`src/rtl/riscv_pkg.sv`:
```
// Shared constants for the MU status slave: register map, responses
// and the read/write channel state encodings.
package riscv_pkg;

  localparam logic [3:0] ADDR_STATUS   = 4'h0;
  localparam logic [3:0] ADDR_BUSY_CNT = 4'h4;
  localparam logic [3:0] ADDR_CTRL     = 4'h8;
  localparam logic [3:0] ADDR_ID       = 4'hC;

  localparam logic [1:0] RESP_OKAY   = 2'b00;
  localparam logic [1:0] RESP_SLVERR = 2'b10;

  typedef enum logic {
    R_IDLE  = 1'b0,
    R_VALID = 1'b1
  } r_state_e;

  typedef enum logic {
    W_COLLECT = 1'b0,
    W_RESP    = 1'b1
  } w_state_e;

  function automatic logic is_aligned(
    input logic [3:0] addr
  );
    return addr[1:0] == 2'b00;
  endfunction

endpackage

```
`src/rtl/riscv_mu_status_slave_if.sv`:
```
// AXI4-Lite style register bus between a master and the MU status
// slave; five channels, each with a valid/ready handshake.
interface riscv_mu_status_slave_if;

  logic [3:0]  awaddr;
  logic        awvalid;
  logic        awready;

  logic [31:0] wdata;
  logic [3:0]  wstrb;
  logic        wvalid;
  logic        wready;

  logic [1:0]  bresp;
  logic        bvalid;
  logic        bready;

  logic [3:0]  araddr;
  logic        arvalid;
  logic        arready;

  logic [31:0] rdata;
  logic [1:0]  rresp;
  logic        rvalid;
  logic        rready;

  modport master (
    output awaddr, awvalid,
    input  awready,
    output wdata, wstrb, wvalid,
    input  wready,
    input  bresp, bvalid,
    output bready,
    output araddr, arvalid,
    input  arready,
    input  rdata, rresp, rvalid,
    output rready
  );

  modport slave (
    input  awaddr, awvalid,
    output awready,
    input  wdata, wstrb, wvalid,
    output wready,
    output bresp, bvalid,
    input  bready,
    input  araddr, arvalid,
    output arready,
    output rdata, rresp, rvalid,
    input  rready
  );

endinterface

```
`src/rtl/riscv_mu_busy_monitor.sv`:
```
// Tracks the core busy flag: rising-edge counter on the registered
// flag plus a sticky bit, both cleared by a one-cycle clr pulse.
module riscv_mu_busy_monitor (
  input  logic        clk,
  input  logic        reset,
  input  logic        i_busy,
  input  logic        clr,
  output logic [31:0] busy_cnt,
  output logic        sticky
);

  logic        busy_q;
  logic        busy_d;
  logic        busy_prev_q;
  logic        busy_prev_d;
  logic [31:0] cnt_q;
  logic [31:0] cnt_d;
  logic        sticky_q;
  logic        sticky_d;
  logic        rise;

  assign rise = busy_q & ~busy_prev_q;

  // An edge landing on the clear cycle survives the clear.
  always_comb begin
    busy_d      = i_busy;
    busy_prev_d = busy_q;
    if (clr) begin
      cnt_d = {31'b0, rise};
    end else begin
      cnt_d = cnt_q + {31'b0, rise};
    end
    sticky_d = (sticky_q & ~clr) | i_busy | rise;
  end

  always_ff @(posedge clk or posedge reset) begin
    if (reset) begin
      busy_q      <= 1'b0;
      busy_prev_q <= 1'b0;
      cnt_q       <= '0;
      sticky_q    <= 1'b0;
    end else begin
      busy_q      <= busy_d;
      busy_prev_q <= busy_prev_d;
      cnt_q       <= cnt_d;
      sticky_q    <= sticky_d;
    end
  end

  assign busy_cnt = cnt_q;
  assign sticky   = sticky_q;

endmodule

```
`src/rtl/riscv_mu_status_slave.sv`:
```
// Register slave exposing the MU busy status, busy counter, control
// and ID registers over an AXI4-Lite style bus.
module riscv_mu_status_slave
  import riscv_pkg::*;
#(
  parameter logic [31:0] ID_VALUE = 32'h5253_4D31
) (
  input  logic clk,
  input  logic reset,
  input  logic i_busy,
  output logic o_enable,
  riscv_mu_status_slave_if.slave bus
);

  w_state_e    w_state_q;
  w_state_e    w_state_d;
  logic        aw_full_q;
  logic        aw_full_d;
  logic [3:0]  aw_addr_q;
  logic [3:0]  aw_addr_d;
  logic        w_full_q;
  logic        w_full_d;
  logic [1:0]  w_bits_q;
  logic [1:0]  w_bits_d;
  logic        w_strb0_q;
  logic        w_strb0_d;
  logic [1:0]  bresp_q;
  logic [1:0]  bresp_d;
  logic        enable_q;
  logic        enable_d;

  r_state_e    r_state_q;
  r_state_e    r_state_d;
  logic [31:0] rdata_q;
  logic [31:0] rdata_d;
  logic [1:0]  rresp_q;
  logic [1:0]  rresp_d;

  logic        b_hs;
  logic        aw_rdy;
  logic        w_rdy;
  logic        aw_hs;
  logic        w_hs;
  logic        do_write;
  logic        wr_ok;
  logic        wr_ctrl;
  logic        ctrl_clr;
  logic        ar_rdy;
  logic        ar_hs;
  logic [31:0] rd_val;
  logic [1:0]  rd_resp;
  logic [31:0] busy_cnt;
  logic        sticky;
  logic        unused_ok;

  // Only CTRL byte 0 carries state, so only those write bits are kept.
  assign unused_ok = ^{bus.wdata[31:2], bus.wstrb[3:1]};

  riscv_mu_busy_monitor u_mon (
    .clk      (clk),
    .reset    (reset),
    .i_busy   (i_busy),
    .clr      (ctrl_clr),
    .busy_cnt (busy_cnt),
    .sticky   (sticky)
  );

  // A buffer freed by the B handshake can refill in the same cycle.
  assign b_hs   = (w_state_q == W_RESP) & bus.bready;
  assign aw_rdy = (~aw_full_q | b_hs) & ~reset;
  assign w_rdy  = (~w_full_q | b_hs) & ~reset;
  assign aw_hs  = bus.awvalid & aw_rdy;
  assign w_hs   = bus.wvalid & w_rdy;

  assign do_write = (w_state_q == W_COLLECT)
                  & aw_full_q & w_full_q;
  assign wr_ok    = is_aligned(aw_addr_q)
                  & (aw_addr_q == ADDR_CTRL);
  assign wr_ctrl  = do_write & wr_ok & w_strb0_q;
  assign ctrl_clr = wr_ctrl & w_bits_q[1];

  always_comb begin
    w_state_d = w_state_q;
    aw_full_d = aw_full_q;
    aw_addr_d = aw_addr_q;
    w_full_d  = w_full_q;
    w_bits_d  = w_bits_q;
    w_strb0_d = w_strb0_q;
    bresp_d   = bresp_q;
    enable_d  = enable_q;

    if (b_hs) begin
      aw_full_d = 1'b0;
      w_full_d  = 1'b0;
    end
    if (aw_hs) begin
      aw_full_d = 1'b1;
      aw_addr_d = bus.awaddr;
    end
    if (w_hs) begin
      w_full_d  = 1'b1;
      w_bits_d  = bus.wdata[1:0];
      w_strb0_d = bus.wstrb[0];
    end

    unique case (w_state_q)
      W_COLLECT: begin
        if (do_write) begin
          w_state_d = W_RESP;
          bresp_d   = wr_ok ? RESP_OKAY : RESP_SLVERR;
        end
      end
      W_RESP: begin
        if (bus.bready) begin
          w_state_d = W_COLLECT;
        end
      end
    endcase

    if (wr_ctrl) begin
      enable_d = w_bits_q[0];
    end
  end

  always_ff @(posedge clk or posedge reset) begin
    if (reset) begin
      w_state_q <= W_COLLECT;
      aw_full_q <= 1'b0;
      aw_addr_q <= '0;
      w_full_q  <= 1'b0;
      w_bits_q  <= '0;
      w_strb0_q <= 1'b0;
      bresp_q   <= RESP_OKAY;
      enable_q  <= 1'b0;
    end else begin
      w_state_q <= w_state_d;
      aw_full_q <= aw_full_d;
      aw_addr_q <= aw_addr_d;
      w_full_q  <= w_full_d;
      w_bits_q  <= w_bits_d;
      w_strb0_q <= w_strb0_d;
      bresp_q   <= bresp_d;
      enable_q  <= enable_d;
    end
  end

  assign ar_rdy = (r_state_q == R_IDLE) & ~reset;
  assign ar_hs  = bus.arvalid & ar_rdy;

  // Unaligned and unmapped addresses fall through to SLVERR.
  always_comb begin
    rd_val  = '0;
    rd_resp = RESP_OKAY;
    unique case (1'b1)
      bus.araddr == ADDR_STATUS:
        rd_val = {30'b0, sticky, i_busy};
      bus.araddr == ADDR_BUSY_CNT:
        rd_val = busy_cnt;
      bus.araddr == ADDR_CTRL:
        rd_val = {31'b0, enable_q};
      bus.araddr == ADDR_ID:
        rd_val = ID_VALUE;
      default:
        rd_resp = RESP_SLVERR;
    endcase
  end

  always_comb begin
    r_state_d = r_state_q;
    rdata_d   = rdata_q;
    rresp_d   = rresp_q;
    unique case (r_state_q)
      R_IDLE: begin
        if (ar_hs) begin
          r_state_d = R_VALID;
          rdata_d   = rd_val;
          rresp_d   = rd_resp;
        end
      end
      R_VALID: begin
        if (bus.rready) begin
          r_state_d = R_IDLE;
        end
      end
    endcase
  end

  always_ff @(posedge clk or posedge reset) begin
    if (reset) begin
      r_state_q <= R_IDLE;
      rdata_q   <= '0;
      rresp_q   <= RESP_OKAY;
    end else begin
      r_state_q <= r_state_d;
      rdata_q   <= rdata_d;
      rresp_q   <= rresp_d;
    end
  end

  assign bus.awready = aw_rdy;
  assign bus.wready  = w_rdy;
  assign bus.bvalid  = (w_state_q == W_RESP);
  assign bus.bresp   = bresp_q;
  assign bus.arready = ar_rdy;
  assign bus.rvalid  = (r_state_q == R_VALID);
  assign bus.rdata   = rdata_q;
  assign bus.rresp   = rresp_q;
  assign o_enable    = enable_q;

endmodule

```
`src/flat_wrapper.sv`:
```
// flat-port wrapper written by rule: the top's interface ports become plain ports
module riscv_mu_status_slave_flat import riscv_pkg::*;
#(
  parameter logic [31:0] ID_VALUE = 32'h5253_4D31
)
  (clk, reset, i_busy, o_enable, bus_awaddr, bus_awvalid, bus_awready, bus_wdata, bus_wstrb, bus_wvalid, bus_wready, bus_bresp, bus_bvalid, bus_bready, bus_araddr, bus_arvalid, bus_arready, bus_rdata, bus_rresp, bus_rvalid, bus_rready);
  riscv_mu_status_slave_if bus_i ();
  input  logic clk;
  input  logic reset;
  input  logic i_busy;
  output logic o_enable;
  input wire logic [$bits(bus_i.awaddr)-1:0] bus_awaddr;
  input wire logic [$bits(bus_i.awvalid)-1:0] bus_awvalid;
  output wire logic [$bits(bus_i.awready)-1:0] bus_awready;
  input wire logic [$bits(bus_i.wdata)-1:0] bus_wdata;
  input wire logic [$bits(bus_i.wstrb)-1:0] bus_wstrb;
  input wire logic [$bits(bus_i.wvalid)-1:0] bus_wvalid;
  output wire logic [$bits(bus_i.wready)-1:0] bus_wready;
  output wire logic [$bits(bus_i.bresp)-1:0] bus_bresp;
  output wire logic [$bits(bus_i.bvalid)-1:0] bus_bvalid;
  input wire logic [$bits(bus_i.bready)-1:0] bus_bready;
  input wire logic [$bits(bus_i.araddr)-1:0] bus_araddr;
  input wire logic [$bits(bus_i.arvalid)-1:0] bus_arvalid;
  output wire logic [$bits(bus_i.arready)-1:0] bus_arready;
  output wire logic [$bits(bus_i.rdata)-1:0] bus_rdata;
  output wire logic [$bits(bus_i.rresp)-1:0] bus_rresp;
  output wire logic [$bits(bus_i.rvalid)-1:0] bus_rvalid;
  input wire logic [$bits(bus_i.rready)-1:0] bus_rready;
  assign bus_i.awaddr = bus_awaddr;
  assign bus_i.awvalid = bus_awvalid;
  assign bus_awready = bus_i.awready;
  assign bus_i.wdata = bus_wdata;
  assign bus_i.wstrb = bus_wstrb;
  assign bus_i.wvalid = bus_wvalid;
  assign bus_wready = bus_i.wready;
  assign bus_bresp = bus_i.bresp;
  assign bus_bvalid = bus_i.bvalid;
  assign bus_i.bready = bus_bready;
  assign bus_i.araddr = bus_araddr;
  assign bus_i.arvalid = bus_arvalid;
  assign bus_arready = bus_i.arready;
  assign bus_rdata = bus_i.rdata;
  assign bus_rresp = bus_i.rresp;
  assign bus_rvalid = bus_i.rvalid;
  assign bus_i.rready = bus_rready;
  riscv_mu_status_slave #(.ID_VALUE(ID_VALUE)) u_core (.clk(clk), .reset(reset), .i_busy(i_busy), .o_enable(o_enable), .bus(bus_i));
endmodule
```
`config.mk`:
```
export PLATFORM = sky130hd
export DESIGN_NAME = riscv_mu_status_slave_flat
export DESIGN_NICKNAME = d
export VERILOG_FILES = /design/src/rtl/riscv_pkg.sv /design/src/rtl/riscv_mu_status_slave_if.sv /design/src/rtl/riscv_mu_busy_monitor.sv /design/src/rtl/riscv_mu_status_slave.sv /design/src/flat_wrapper.sv
export SDC_FILE = /design/constraint.sdc
export NUM_CORES = 1
export LEC_CHECK = 0
export CORE_MARGIN = 1
export CORE_UTILIZATION = 29
export CTS_CLUSTER_DIAMETER = 80
export DETAILED_ROUTE_END_ITERATION = 10
export GPL_TIMING_DRIVEN = 0
export HOLD_SLACK_MARGIN = 0.15
export PLACE_DENSITY = 0.51
export SETUP_SLACK_MARGIN = 0.05
export SLEW_MARGIN = 20
export SYNTH_ARGS = -nofsm -noshare
export SYNTH_HDL_FRONTEND = slang
export SYNTH_SLANG_ARGS = --single-unit
```
`constraint.sdc`:
```
create_clock -name clk -period 5.7 [get_ports clk]
set_input_delay 0.57 -clock clk [delete_from_list [all_inputs] [get_ports clk]]
set_output_delay 0.57 -clock clk [all_outputs]
set_load 0.02 [all_outputs]
```
Figure 1. Track usage over the die.
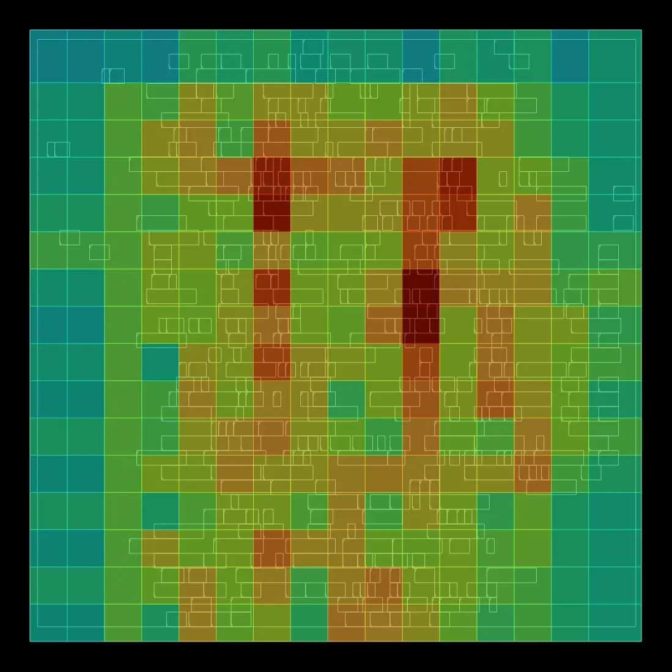
Routed WL per cell: 15.34 microns
busiest grt layer: met2
met3 Use GR: 2.839%
GRT Overall Usage: 15.20%
final core utilization: 38.57%

Figure 2. Routed metal, one color a layer.
Scale bar: 20 microns. Two of the layers only.
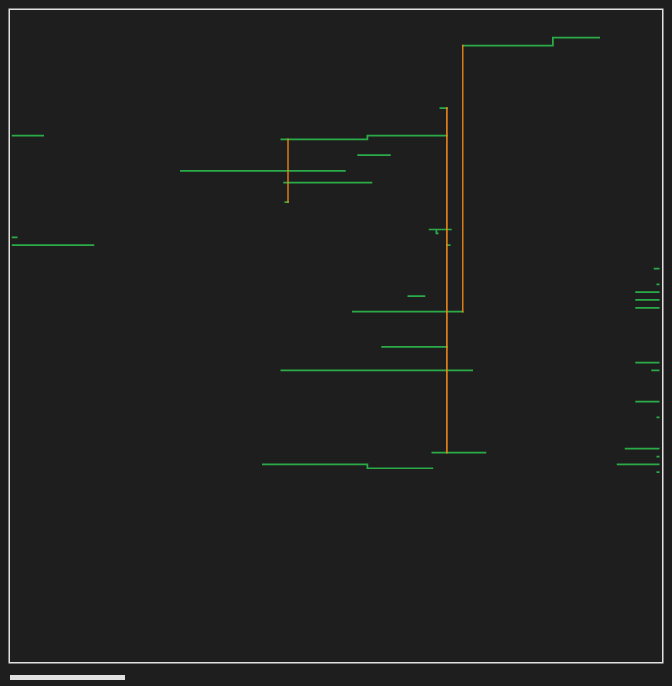
Key: orange = met4 [wire length 117 microns]; green = met3 [wire length 271 microns]

[cells in the mapped netlist, types with 2 or more instances]
| library cell | count |
|---|---|
| dfrtp_1 | 81 |
| nand2_1 | 42 |
| nor2_1 | 30 |
| o21ai_0 | 25 |
| a21oi_1 | 22 |
| a22o_1 | 16 |
| clkbuf_1 | 14 |
| nand3_1 | 13 |
| or4_1 | 12 |
| nand4_1 | 10 |
| o31ai_1 | 10 |
| mux2_2 | 8 |
| xor2_1 | 8 |
| or3_1 | 6 |
| and2_1 | 4 |
| and3_2 | 4 |
| inv_1 | 4 |
| mux2i_1 | 4 |
| nor3_1 | 4 |
| and4_1 | 3 |
| buf_2 | 3 |
| xnor2_1 | 3 |
| a21o_1 | 2 |
| and4_2 | 2 |
| buf_4 | 2 |
| buf_6 | 2 |
| ha_1 | 2 |
| nand2b_1 | 2 |
[flip-flops by register name, summed over array words and instances (netlist names)]
signal	count
u_core.w_strb0_q	1
u_core.bus.bresp	1
u_core.u_mon.busy_cnt	32
u_core.bus.rvalid	1
u_core.bus.bvalid	1
u_core.bus.rdata	32
u_core.aw_full_q	1
u_core.aw_addr_q	4
u_core.o_enable	1
u_core.w_bits_q	2
u_core.u_mon.busy_prev_q	1
u_core.u_mon.sticky	1
u_core.w_full_q	1
u_core.bus.rresp	1
u_core.u_mon.busy_prev_d	1
[metal layers]
metal / GRT usage (%) / wire [microns] / vias up
met4: 5.000 / 116 / 0
li1: - / - / 1380
met5: 0 / 0 / -
met1: 21.26 / 4321 / 1377
met2: 23.72 / 4310 / 40
met3: 2.839 / 270 / 9
[worst max-delay path: stages]
cell and delay (ps):
clkdlybuf4s50_1 520, nor3b_1 450, nand3_1 250, nor2_1 380, clkbuf_1 490, a22o_1 220
==> changes_impl.md <==
### Changed

- Hold-fix buffers, CTS: 0
- Syn Area/Cell: ~10 sq um
- Hold Path Origin: u_core.u_mon.busy_prev_d
- Max-slew violation count: 0
- Setup Viol. Count Final: 0
- DRT Wirelength: 9019 microns
- Comb pwr share: 16.2%
- Net Sw Frac: between 20 and 30%
- Die Y: about 110 microns
- Adders+Majority by Area: less than 1%
- Cell Count, Final, Fillers Out: approximately 600
- Synth Flop Type: dfrtp_1
- Comb_multi_in: roughly 240
- Combinational share of cell area: between 30% and 40%
- Yosys synthesis chip area: about 3600 sq um
- Pre-Place Util: slightly below 30%
- Yosys stat cell total: 347
- P&R area growth vs syn: 29.55%
- Data buffer area share: 14.74%
- FFs & Latches: approximately 81
- First-pass GRT wire length: roughly 15000 microns
- I/O pins: around 94
- Placed Cells: ~570
- R2R Path Start: u_core.u_mon.busy_prev_d
- Dominant logic cell type in the layout: dfrtp_1
- Maximum achievable frequency: a little under 0.4 GHz
- Seq/total area: 43.57%
- Crit path time final: around 2600 ps
- Layout cells sized above 1: under 10%
- Top-area cell share: ~56%
- Top area cell types: dfrtp_1 (56%), nand2_1 (4.4%), a22o_1 (3.9%), o21ai_0 (3.5%), nor2_1 (3.1%)
- Post-Layout Inst Area: 4652 sq um
- Final WS setup: 3102 ps
- Async SR Flop Fraction: 100.0%
- Worst VDD drop: 139.9 uV
- H-tree depth: 3
- Status: completed
- Synth flops: 81
- Reg clk slew, reported paths: around 60 ps
- MaxCap Viol Count: 0
- First-pass DRT Iterations: 4
- Hold EP: u_core.u_mon.busy_prev_q
- Number of warnings the tools reported: 60
- Combinational gate area: about 1400 sq um
- Critical path capture point type: register
- Mapped Area: about 3600 sq um
- Post-CTS sizing: 0
- Sequential-to-total area share from yosys stat: a little under three fifths
- Setup TNS: 0 ps
- Crit path kind: in2reg
- Dominant combinational family: simple AND/OR/NAND/NOR gates
- Non-Clock Buffer Count: between 70 and 80
- Simple-Gate Area Share: about a fifth
- CTS tree: yes
- Total congestion overflow: 0
- DRC: 0
- Worst r2r path cells: 8
- Dpl ws: ~2700 ps
- WP data required: about 6000 ps
- Flop area: between 2000 and 2500 sq um
- Avg Vias per Cell: about 4.8
- Core region area: 12060 sq um
- Pin count of the biggest net entering global routing: between 50 and 60
- Slew margin rel.: between 50% and 60%
- CP Max Fanout: 10
- Clk root buf: clkbuf_16
- Chip Area: 12830 sq um
- Reg2reg setup slack: approximately 3200 ps
- Hold Path Class: reg2reg
- Final Hold Vio Count: 0
- Number of enable flip-flop cells: 0
- CP Data Arrival Time: 2870 ps
- Clk pwr: 0.529 mW
- Leakage power: around 1.9 nW
- Die width: ~110 microns
- RSZ-0062 raised after global routing: no
- Deepest clock path buffer count: 2
- DR vias: about 2800
- Post-synthesis compound-gate area fraction: between 10% and 20%
- Fin nets: between 400 and 500
- First DRT Iteration DRCs: between 150 and 200
- Pwr top: sequential cells
- Clock-cell share: about 5.7%
- WHS Path Cells: 0
- Most frequent cells in the layout: dfrtp_1 (81), clkdlybuf4s50_1 (56), nand2_1 (42)
- Mux share: around 3.6%
- PortBufs: 56
- Part of the power in registers: 47.9%
Power and IR drop assume default switching activity.
